--- config.mk ---
export PLATFORM = sky130hd
export DESIGN_NAME = ptw_read_resp
export DESIGN_NICKNAME = d
export VERILOG_FILES = /design/src/rtl/ptw_read_resp_pkg.sv /design/src/rtl/ptw_req_fifo.sv /design/src/rtl/ptw_read_resp.sv
export SDC_FILE = /design/constraint.sdc
export NUM_CORES = 1
export LEC_CHECK = 0
export CAP_MARGIN = 20
export CORE_MARGIN = 2
export CORE_UTILIZATION = 30
export DETAILED_ROUTE_END_ITERATION = 8
export PLACE_DENSITY_LB_ADDON = 0.08
export SYNTH_ARGS = -nofsm -noshare
export SYNTH_HDL_FRONTEND = slang
export SYNTH_SLANG_ARGS = --single-unit
--- constraint.sdc ---
create_clock -name clk -period 2.5 [get_ports clk]
set_clock_uncertainty 0.15 [all_clocks]
set_input_delay 0.5 -clock clk [delete_from_list [all_inputs] [get_ports clk]]
set_output_delay 0.5 -clock clk [all_outputs]
set_load 0.03 [all_outputs]
--- src/rtl/ptw_read_resp_pkg.sv ---
// Shared definitions for the page-table-walk read responder.
package ptw_read_resp_pkg;

  // Register tag the pager places on the mOp bus for walker reads.
  localparam logic [8:0] PTW_WALK_TAG = 9'h1fc;

  // One queued walk read: 16-byte-aligned physical address bits [43:4].
  localparam int PTW_ENTRY_WIDTH = 40;
  typedef logic [PTW_ENTRY_WIDTH-1:0] ptw_entry_t;

  // Responder FSM encoding.
  localparam logic [1:0] ST_IDLE  = 2'd0;
  localparam logic [1:0] ST_ISSUE = 2'd1;
  localparam logic [1:0] ST_WAIT  = 2'd2;
  localparam logic [1:0] ST_RESP  = 2'd3;

endpackage

--- src/rtl/ptw_req_fifo.sv ---
// DEPTH-entry synchronous request FIFO with flush and a registered
// almost-full flag used as bus back-pressure.
module ptw_req_fifo
  import ptw_read_resp_pkg::*;
#(
  parameter int DEPTH = 4,
  parameter int W     = PTW_ENTRY_WIDTH,
  localparam int AW   = $clog2(DEPTH),
  localparam int CW   = AW + 1
) (
  input  logic          clk,
  input  logic          rst,
  input  logic          flush,
  input  logic          push,
  input  logic [W-1:0]  push_data,
  input  logic          pop,
  output logic [W-1:0]  head,
  output logic [CW-1:0] count,
  output logic          almost_full
);

  logic [W-1:0]  mem_q [DEPTH];
  logic [AW-1:0] wr_ptr_q, wr_ptr_d;
  logic [AW-1:0] rd_ptr_q, rd_ptr_d;
  logic [CW-1:0] count_q, count_d;
  logic          almost_full_q, almost_full_d;

  // Next pointers/count; flush empties the queue on the same edge.
  always_comb begin
    // NOTE: every always_comb output gets a default first so no latch is inferred.
    wr_ptr_d = wr_ptr_q;
    rd_ptr_d = rd_ptr_q;
    count_d  = count_q;
    if (flush) begin
      wr_ptr_d = '0;
      rd_ptr_d = '0;
      count_d  = '0;
    end else begin
      if (push) wr_ptr_d = wr_ptr_q + AW'(1);
      if (pop)  rd_ptr_d = rd_ptr_q + AW'(1);
      unique case ({push, pop})
        2'b10:   count_d = count_q + CW'(1);
        2'b01:   count_d = count_q - CW'(1);
        default: count_d = count_q;
      endcase
    end
    // Asserted one early so the op already in flight past the hold still fits.
    almost_full_d = (count_d >= CW'(DEPTH - 1));
  end

  // Control state.
  always_ff @(posedge clk or negedge rst) begin
    // NOTE: sequential state is updated with non-blocking assignments only.
    if (!rst) begin
      wr_ptr_q      <= '0;
      rd_ptr_q      <= '0;
      count_q       <= '0;
      almost_full_q <= 1'b0;
    end else begin
      wr_ptr_q      <= wr_ptr_d;
      rd_ptr_q      <= rd_ptr_d;
      count_q       <= count_d;
      almost_full_q <= almost_full_d;
    end
  end

  // Entry storage.
  always_ff @(posedge clk) begin
    // NOTE: storage is not reset; count/pointers alone define which entries are valid.
    if (push) mem_q[wr_ptr_q] <= push_data;
  end

  assign head        = mem_q[rd_ptr_q];
  assign count       = count_q;
  assign almost_full = almost_full_q;

endmodule

--- src/rtl/ptw_read_resp.sv ---
// Responder for page-walker read micro-ops: queues tagged ops, issues one
// 128-bit memory read at a time and returns each result as a FUHit pulse.
module ptw_read_resp
  import ptw_read_resp_pkg::*;
#(
  parameter int DEPTH       = 4,
  parameter int REG_WIDTH   = 9,
  parameter int PADDR_WIDTH = 44,
  parameter logic [REG_WIDTH-1:0] WALK_TAG = REG_WIDTH'(PTW_WALK_TAG)
) (
  input  logic                   clk,
  input  logic                   rst,
  input  logic                   flush,
  input  logic                   req_bus,
  input  logic                   mOp_en,
  input  logic [REG_WIDTH-1:0]   mOp_register,
  input  logic [PADDR_WIDTH-9:0] mOp_addrEven,
  input  logic [PADDR_WIDTH-9:0] mOp_addrOdd,
  input  logic                   mOp_odd,
  input  logic [4:0]             mOp_bank0,
  output logic                   bus_hold,
  output logic                   mem_req_en,
  output logic [PADDR_WIDTH-5:0] mem_req_addr,
  input  logic                   mem_req_rdy,
  input  logic                   mem_rsp_en,
  input  logic                   mem_rsp_err,
  input  logic [127:0]           mem_rsp_data,
  output logic                   FUHit,
  output logic [REG_WIDTH-1:0]   FUreg,
  output logic [127:0]           FU_data
);

  localparam int AW = PADDR_WIDTH - 4;
  localparam int CW = $clog2(DEPTH) + 1;

  logic          fifo_push, fifo_pop;
  logic [AW-1:0] push_addr, fifo_head;
  logic [CW-1:0] fifo_count;
  logic          unused_bank0_lsb;

  logic [1:0]    state_q, state_d;
  logic [AW-1:0] addr_q, addr_d;
  logic [127:0]  data_q, data_d;
  logic          drop_q, drop_d;

  // Bank bit 0 selects a half-line; reads here are whole 16-byte units.
  assign unused_bank0_lsb = mOp_bank0[0];

  assign fifo_push = req_bus & mOp_en & (mOp_register == WALK_TAG) & ~bus_hold & ~flush;
  assign push_addr = {(mOp_odd ? mOp_addrOdd : mOp_addrEven), mOp_bank0[4:1]};
  assign fifo_pop  = (state_q == ST_IDLE) & (fifo_count != '0) & ~flush;

  ptw_req_fifo #(
    .DEPTH (DEPTH),
    .W     (AW)
  ) u_fifo (
    .clk         (clk),
    .rst         (rst),
    .flush       (flush),
    .push        (fifo_push),
    .push_data   (push_addr),
    .pop         (fifo_pop),
    .head        (fifo_head),
    .count       (fifo_count),
    .almost_full (bus_hold)
  );

  // Walk-read sequencing: pop, issue, wait for data, present result.
  always_comb begin
    state_d = state_q;
    addr_d  = addr_q;
    data_d  = data_q;
    drop_d  = drop_q;
    unique case (state_q)
      ST_IDLE: begin
        if (fifo_pop) begin
          addr_d  = fifo_head;
          state_d = ST_ISSUE;
        end
      end
      ST_ISSUE: begin
        if (flush)            state_d = ST_IDLE;
        else if (mem_req_rdy) state_d = ST_WAIT;
      end
      ST_WAIT: begin
        // The read is already in memory; let it land but suppress the result.
        drop_d = drop_q | flush;
        if (mem_rsp_en) begin
          // Zero data clears page_na so the pager reports a not-present fault.
          data_d  = mem_rsp_err ? 128'b0 : mem_rsp_data;
          state_d = ST_RESP;
        end
      end
      ST_RESP: begin
        drop_d  = 1'b0;
        state_d = ST_IDLE;
      end
      default: state_d = ST_IDLE;
    endcase
  end

  // FSM and datapath registers.
  always_ff @(posedge clk or negedge rst) begin
    if (!rst) begin
      state_q <= ST_IDLE;
      addr_q  <= '0;
      data_q  <= '0;
      drop_q  <= 1'b0;
    end else begin
      state_q <= state_d;
      addr_q  <= addr_d;
      data_q  <= data_d;
      drop_q  <= drop_d;
    end
  end

  assign mem_req_en   = (state_q == ST_ISSUE);
  assign mem_req_addr = addr_q;
  assign FUHit        = (state_q == ST_RESP) & ~drop_q;
  assign FUreg        = FUHit ? WALK_TAG : '0;
  assign FU_data      = data_q;

endmodule

### Cell classes on the final placement

Fill, decap, tap and diode cells in gray.
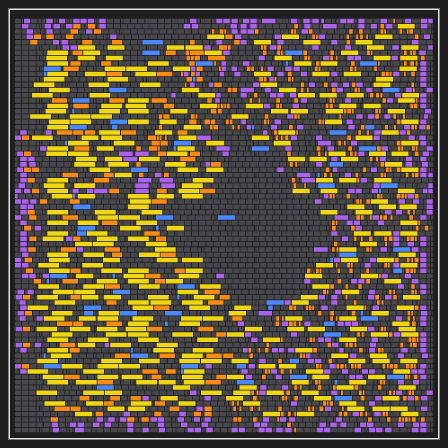
legend:
  orange:
    class: combinational and other logic
    cells: 560
    share_of_their_area: 22%
  blue:
    class: clock drivers and dummy loads
    cells: 72
    share_of_their_area: 6.5%
  purple:
    class: remaining buffers and delay cells
    cells: 442
    share_of_their_area: 23%
  yellow:
    class: sequential cells
    cells: 339
    share_of_their_area: 48%

### Wire density map

Bar = 50 microns. The die is cut into 22 by 22 equal tiles; black is low, pale yellow is high, scaled to the fullest tile. Values are wire area over tile area, all layers added.
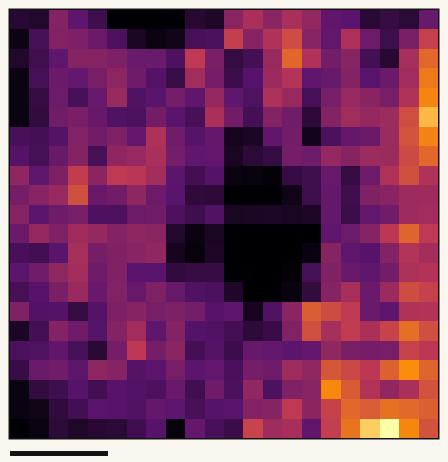
emptiest ninth of the die: middle
tiles over half the peak: 11%
fullest tile: 0.45
mean over tiles: 0.13
nearly empty tiles: 5.4%

### Placement view

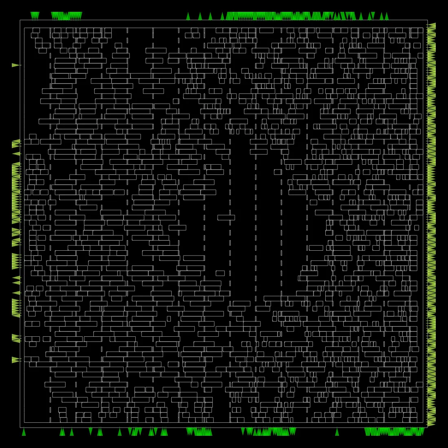
post-route core utilization: 0.442
Finished Layout Cells: 2014
flop count: 339
placeable core region: 0.0455 sq mm

### A small window of the routed layout

Bar = 20 microns. Window x 30 to 80, y 30 to 80 microns. Cells in gray, sequential cells in the stronger gray; small squares are vias.
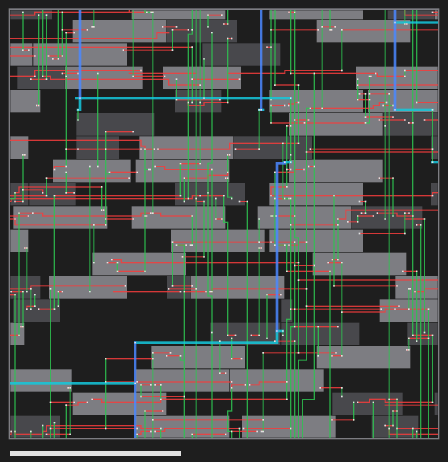
legend:
  green:
    layer: metal 2
  blue:
    layer: metal 4
  cyan:
    layer: metal 3
  red:
    layer: metal 1
sequential cells in the window: 32
netlist names of flops here include: u_fifo.mem_q (28), mem_req_addr (4)
cells with their middle in the window: 51
most frequent: edfxtp_1 (28), mux4_2 (7), mux2_4 (5)

==> reports/results.txt <==
met3 wirelength from detailed routing - 3.42 mm
setup violators final - 0
ao+oa area frac - 0.0508
routed wire length - 39.0 mm
Buffers, non-clock - 442
biggest area contributors in the synthesized netlist - sky130_fd_sc_hd__edfxtp_1, sky130_fd_sc_hd__dfrtp_1, sky130_fd_sc_hd__mux4_2
multi-input gate share of total cell area - 0.212
Clock Tree Buf Depth - 3
Peak supply drop - 601 uV
layout inverter count without the clock tree - 5
most instantiated cells after synthesis - sky130_fd_sc_hd__dfrtp_1, sky130_fd_sc_hd__edfxtp_1, sky130_fd_sc_hd__nand2b_1
residual DRC count - 0
fraction of layout instances using a drive strength above 1 - 0.169
hpwl dp - 27.1 mm
M1 wire length - 16.5 mm
number of buffers added by the clock tree synthesis step - 40
Max Fclk - 0.415 GHz
most common library cell in the layout ignoring fill and taps - sky130_fd_sc_hd__clkdlybuf4s50_1
number of top-level design ports - 403
gr ovfl total - 0
final-layout clock buffer total - 61
worst min path class - in2async
Post-Synth Simple-Gate Area - 0.106
final period demand of the worst path - 2.41 ns
CP delay by family, top - simple AND/OR/NAND/NOR gates
worst path arrival time - 2.70 ns
Detail Route met2 WL - 18.4 mm
GR Util All Layers - 0.160
highest-count cells in the layout ignoring fill and taps - sky130_fd_sc_hd__clkdlybuf4s50_1, sky130_fd_sc_hd__dfrtp_1, sky130_fd_sc_hd__edfxtp_1
largest net degree at the start of global routing - 129
number of endpoints with negative hold slack in the final report - 0
wire length of the first global-routing pass - 57.6 mm
Slowest cell on crit path - sky130_fd_sc_hd__fa_1
slowest cell delay on critical path - 0.48 ns
post-synthesis area per instance - 14.3 sq um
detailed-routing iteration count for the pre-antenna-repair pass - 5
buffers plus inverters on the worst setup path - 2
series of cell instances along the critical path - clkdlybuf4s50_1, nand4b_1, nor4_2, inv_1, ha_4, fa_1, mux2i_1, or3_1, o311ai_1
relative area of clock buffers and inverters in the final design - 0.0623
cells after synthesis - 971
main logic family after synthesis - multiplexers
mux cell area share after synthesis - 0.140
worst slew slack as a fraction of its limit - 0.414
pre-CTS setup slack - -0.550 ns
CTS tree - built
Root Buffer Master - sky130_fd_sc_hd__clkbuf_16
area occupied by multi-input gates - 0.00426 sq mm
largest class - registers
overall power - 19.6 mW
Cell Pwr Density - 973 mW/mm^2
global placement routability congestion - 0.800
post-CTS setup buffer count - 0
required time at the endpoint of the critical path - 2.79 ns
Worst Path Class, Setup - in2reg
non-clock buffer contribution to total cell area - 0.226
antenna violations before repair - 4
setup slack of the critical path after layout - 0.0932 ns
number of cells in Yosys stat - 971
distinct cell type count after synthesis - 38
Die Wd - 219 microns
total clock sinks - 339
result of the run - complete, no violations
maximum capacitance violations - 0
via count of the first global-routing pass - 9208
post-synth area from yosys stat - 0.0139 sq mm
stage-log warning count - 35
fraction of area in registers - 0.462
uppermost layer routed - met5
Adders+Majority by Area - 0.00595
prevailing post-synth register cell - sky130_fd_sc_hd__dfrtp_1
total number of H-tree levels - 2
share of the cycle needed by the critical path after routing - 0.963
worst skew pair latency - 0.56 ns
fp_density - 0.305
post-synthesis cell type with the largest instance count - sky130_fd_sc_hd__dfrtp_1
XORs/XNORs by Area - 0.00126
Critical Path Fanout Max - 2
area of the die - 0.0480 sq mm
MI comb cells - 555
CP Capture Type - flop
# Taps - 600
clock transition at the registers of the reported paths - 0.06 ns
DRC marker count from the first detailed-route iteration - 436
Warnings, synthesis - 0
Max-area cell share - 0.346
GR Util met1 - 0.202
proportion of synthesized chip area in sequential cells - 0.669
number of input and output port buffers inserted - 399
Sequential cell area - 0.00929 sq mm
area added between synthesis and finish - 44.9%
RSZ-0062 raised after global routing - yes
vertical die size - 219 microns
number of synthesized register bits - 339
number of cell rows - 78
count of vias placed by the detailed router - 8924
met2 demand-to-capacity share in global routing - 0.262
number of vias per cell after detailed routing - 4.43
async set or reset register ratio after synthesis - 0.528
antenna cells - 1
Tightest Pin Transition - 0.879 ns
number of flops mapped to enable cells by yosys - 160
most area-hungry cell type in the Yosys netlist - sky130_fd_sc_hd__edfxtp_1
met3 routing resource usage after global routing - 0.0536
Pleak - 7.84 nW
number of nets still failing antenna checks after routing - 0
post-synth design cell area - 0.0139 sq mm
average wire per cell in the routed design - 19.4 microns
count of pins over their slew limit - 0
startpoint kind of the worst setup timing path - input pin
most crowded layer after global routing - met2
FILL cells - 4214
stage by stage:
stage | hold slack (ns) | cells | setup TNS, ns | instance area [sq um] | util
final | 0.319 | 2014 | 0 | 20100 | 0.442
after global routing | 0.337 | 2013 | -0.0202 | 20100 | 0.442
after CTS | 0.305 | 2013 | 0 | 20100 | 0.442
after detailed placement | 0.320 | 1940 | -12.11 | 18800 | 0.414
after global placement | 0.313 | 1940 | -13.51 | 18800 | 0.414
after floorplan | 0.0544 | 972 | -0.0940 | 13900 | -
sequential cells by signal, summed over array words and instances, names as in the netlist, named ones only:
| name | count |
|---|---|
| state_q | 1 |
| drop_q | 1 |
| mem_req_addr | 40 |
| FU_data | 128 |
| u_fifo.count | 3 |
| u_fifo.almost_full | 1 |
| u_fifo.mem_q | 160 |
| u_fifo.wr_ptr_q | 2 |
| u_fifo.rd_ptr_q | 2 |
timing repair:
item                       4_1_cts  5_1_grt
pin swaps                        0        3
hold endpoints to repair        42        0
hold buffers                     1        0
gates resized                    1        4
cloned                           0        0
setup endpoints to repair        1        3
worst paths after layout:
path | cells after the start | to | start | slack [ns]
setup reg to reg | 8 | u_fifo.almost_full$_DFF_PN0_ | u_fifo.almost_full$_DFF_PN0_ | 0.18
max in group asynchronous | 3 | FU_data[45]$_DFFE_PN0P_ | rst | 1.16
min in group clk | 2 | FU_data[57]$_DFFE_PN0P_ | FU_data[57]$_DFFE_PN0P_ | 0.33
setup / recovery | 9 | u_fifo.almost_full$_DFF_PN0_ | mOp_register[1] | 0.09
hold reg to reg | 2 | FU_data[57]$_DFFE_PN0P_ | FU_data[57]$_DFFE_PN0P_ | 0.33
hold / removal | 2 | mem_req_addr[6]$_DFFE_PN0P_ | rst | 0.32
power breakdown:
part,internal (mW),switching [mW]
Clock,3.27,2.28
Sequential,6.94,0.554
Combinational,2.69,3.85
Power is estimated from default activity; no workload was simulated.
